==> src/rtl/bpsk_packet_deframer.sv <==
// bpsk_packet_deframer: hunts for the preamble in the demodulated bit stream, then rebuilds an indexed packet.
module bpsk_packet_deframer #(
  parameter int PACKET_WIDTH = 8,
  parameter int INDEX_WIDTH = 3,
  parameter int PREAMBLE_LENGTH = 16,
  parameter logic [PREAMBLE_LENGTH-1:0] PREAMBLE = 16'hA5F0,
  parameter int TIMEOUT = 4096
) (
  input  logic clk,
  input  logic reset,
  input  logic bit_in,
  input  logic bit_valid,
  output logic [PACKET_WIDTH*8-1:0] sys_packet,
  output logic packet_valid,
  output logic index_error,
  output logic frame_abort,
  output logic busy
);
  localparam int EW = INDEX_WIDTH + 8;
  localparam int BW = $clog2(EW);
  localparam int CW = $clog2(PACKET_WIDTH + 1);
  localparam int TW = $clog2(TIMEOUT + 1);
  typedef enum logic {HUNT, PAYLOAD} state_t;
  state_t state;
  logic [PREAMBLE_LENGTH-1:0] sr, sr_n;
  logic [EW-1:0] entry, entry_n;
  logic [PACKET_WIDTH*8-1:0] assembly, assembly_n;
  logic [PACKET_WIDTH-1:0] seen, seen_n;
  logic err, err_n;
  logic [BW-1:0] bit_cnt;
  logic [CW-1:0] ent_cnt;
  logic [TW-1:0] idle;
  logic [INDEX_WIDTH-1:0] idx;
  logic in_range;
  assign busy = (state == PAYLOAD);
  // Decode of the entry as it would look with the current bit shifted in
  always_comb begin
    sr_n = {sr[PREAMBLE_LENGTH-2:0], bit_in};
    entry_n = {entry[EW-2:0], bit_in};
    idx = entry_n[EW-1:8];
    in_range = {1'b0, idx} < (INDEX_WIDTH+1)'(PACKET_WIDTH);
    assembly_n = assembly;
    seen_n = seen;
    err_n = err | ~in_range;
    if (in_range) begin
      assembly_n[idx*8 +: 8] = entry_n[7:0];
      seen_n[idx] = 1'b1;
      err_n = err | seen[idx];
    end
  end
  always_ff @(posedge clk) begin
    if (reset) begin
      state <= HUNT;
      sr <= '0;
      entry <= '0;
      assembly <= '0;
      seen <= '0;
      err <= 1'b0;
      bit_cnt <= '0;
      ent_cnt <= '0;
      idle <= '0;
      sys_packet <= '0;
      packet_valid <= 1'b0;
      index_error <= 1'b0;
      frame_abort <= 1'b0;
    end else begin
      packet_valid <= 1'b0;
      frame_abort <= 1'b0;
      if (state == HUNT) begin
        if (bit_valid && sr_n == PREAMBLE) begin
          state <= PAYLOAD;
          sr <= '0;
          entry <= '0;
          assembly <= '0;
          seen <= '0;
          err <= 1'b0;
          bit_cnt <= '0;
          ent_cnt <= '0;
          idle <= '0;
        end else if (bit_valid) begin
          sr <= sr_n;
        end
      end else if (idle == TW'(TIMEOUT)) begin
        state <= HUNT;
        frame_abort <= 1'b1;
      end else if (bit_valid) begin
        idle <= '0;
        entry <= entry_n;
        bit_cnt <= (bit_cnt == BW'(EW-1)) ? '0 : bit_cnt + 1'b1;
        if (bit_cnt == BW'(EW-1)) begin
          ent_cnt <= ent_cnt + 1'b1;
          assembly <= assembly_n;
          seen <= seen_n;
          err <= err_n;
          if (ent_cnt == CW'(PACKET_WIDTH-1)) begin
            sys_packet <= assembly_n;
            packet_valid <= 1'b1;
            index_error <= err_n | ~&seen_n;
            state <= HUNT;
          end
        end
      end else begin
        idle <= idle + 1'b1;
      end
    end
  end
endmodule

==> config.mk <==
export PLATFORM = sky130hd
export DESIGN_NAME = bpsk_packet_deframer
export DESIGN_NICKNAME = d
export VERILOG_FILES = /design/src/rtl/bpsk_packet_deframer.sv
export SDC_FILE = /design/constraint.sdc
export NUM_CORES = 1
export LEC_CHECK = 0
export CAP_MARGIN = 20
export CORE_ASPECT_RATIO = 0.5
export CORE_MARGIN = 2
export CORE_UTILIZATION = 40
export CTS_CLUSTER_SIZE = 16
export DETAILED_ROUTE_END_ITERATION = 10
export SETUP_SLACK_MARGIN = 0.3
export SYNTH_ARGS = -nofsm -noshare
export SYNTH_HDL_FRONTEND = slang
export SYNTH_SLANG_ARGS = --single-unit
==> constraint.sdc <==
create_clock -name clk -period 3.5 [get_ports clk]
set_input_delay 0.875 -clock clk [delete_from_list [all_inputs] [get_ports clk]]
set_output_delay 0.875 -clock clk [all_outputs]
set_load 0.01 [all_outputs]
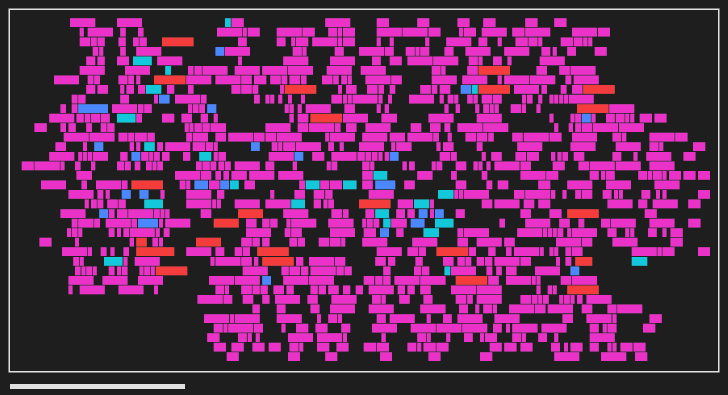
(cells by drive strength)
Scale bar: 50 µm.
size	colour	cells
_2 cells	cyan	23
_0 and _1 cells	magenta	839
_3 and _4 cells	blue	24
_6 and larger	red	23
Layout area overhead: 18.1%
final instance area: 0.00924 mm²
setup slack after layout: 0.585 ns
Non-CTS buffers: 88

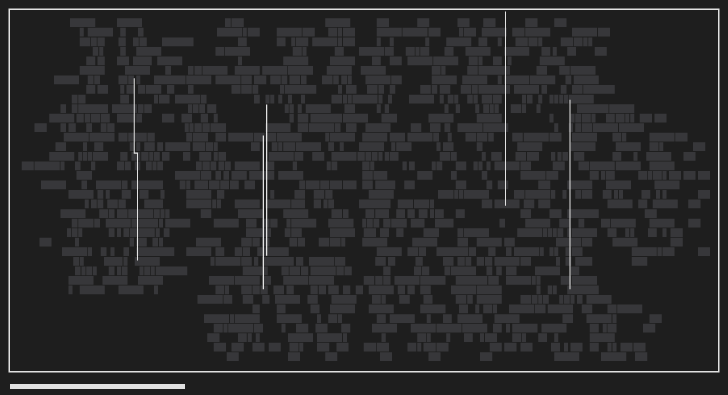
(M4 wires)
Scale bar: 50 µm. Cells faint in the background.
main direction	vertical
longest straight run	55.1 µm
wire length on this layer	248 µm
share of all routed wire	1.3%
nets with wire on the layer	4
routed wire length: 18.6 mm
Vias: 6334

[worst max-delay path: stages (launching register included)]
cell      delay (ns)
dfxtp_1         0.66
inv_1           0.13
ha_1            0.24
ha_1            0.50
nand2b_1        0.09
or4_4           0.56
o21a_1          0.35
a22o_1          0.28
[worst min-delay path by stage]
stage / start / endpoint / slack (ns) / depth (start not counted)
floorplan: assembly[48] / assembly[48] / 0.42 / 1
global placement: assembly[57] / assembly[57] / 0.44 / 1
detailed placement: assembly[54] / assembly[54] / 0.44 / 1
CTS: assembly[59] / assembly[59] / 0.46 / 1
global route: assembly[59] / assembly[59] / 0.46 / 1
finish: assembly[54] / assembly[54] / 0.46 / 1
[cell usage in the layout, fill, tap and decap left out, types with 9 or more instances in the layout]
master / synthesis / final
a22o_1: 17 / 17
nand3_1: 23 / 22
ha_1: 11 / 11
dfxtp_1: 187 / 187
o2bb2ai_1: 58 / 58
a211oi_1: 63 / 63
nand2_1: 75 / 75
clkdlybuf4s50_1: 0 / 70
nor2_1: 109 / 109
inv_1: 10 / 10
nor2b_1: 20 / 20
a21oi_1: 77 / 77
a31oi_1: 21 / 21
or3_1: 9 / 9
o21ai_0: 15 / 15
mux2i_1: 9 / 9
clkbuf_16: 0 / 17
buf_4: 6 / 14
[metrics by stage]
stage	hold WS (ns)	total power [W]	instances	setup slack [ns]
3_3_place_gp	0.436	0.00225	1143	0.431
4_1_cts	0.458	0.00406	1175	0.618
3_5_place_dp	0.439	0.00225	1143	0.364
5_1_grt	0.464	0.00415	1175	0.452
2_1_floorplan	0.425	0.00223	862	0.798
6_report	0.457	0.00401	1175	0.585
[per-layer routing]
layer	global-route usage [%]	routed length (µm)	vias to the layer above
met5	0	0	-
met4	5.60	247	0
met3	4.05	679	13
met2	29.4	8170	103
met1	25.2	9490	3018
li1	-	-	3200
==> impl_metrics.py <==
# Generated from Yosys and OpenROAD reports
metrics = {
    "placement": {
        "dp_hpwl_mm": 12.3,
    },
    "cells_and_area": {
        "n_antenna_cell": 0,
        "sh_comb_area_pct": 40.1,
        "final-clk-cell-share_pct": 5.93,
    },
    "power_and_ir_drop": {
        "peakVddDrop_uv": 297,
        "pg_comb_w": 0.0000705,
        "power_density_mw_per_mm2": 434,
        "p_leak_nw": 2.95,
        "power.switching_w": 0.000869,
    },
    "detailed_routing": {
        "wire_per_inst_um": 15.8,
    },
    "run_status": {
        "outcome": "complete, no violations",
    },
    "worst_setup_path": {
        "crit_end": "assembly[34]",
        "cp.arrival_ns": 3.24,
    },
    "clocking": {
        "clk_path_buf_depth": 2,
        "cts_max_level": 4,
    },
    "sta": {
        "rsz0062_at_grt": "no",
        "worst_pin_slew_ns": 0.764,
        "fin_crit_ns": 2.92,
    },
    "grt": {
        "grt_pass1_vias": 5755,
        "grt_overflow_total": 0,
    },
    "logic_synthesis": {
        "ff_type": "dfxtp_1",
        "common_cells": "dfxtp_1 (187), nor2_1 (109), a21oi_1 (77)",
        "top_area_share_pct": 47.8,
        "synth_cell_types": 59,
    },
    "die": {
        "fp_util_pct": 40.5,
        "die_h_um": 103,
    },
}
Power figures rest on the tool's default switching activity, not on a simulated workload.
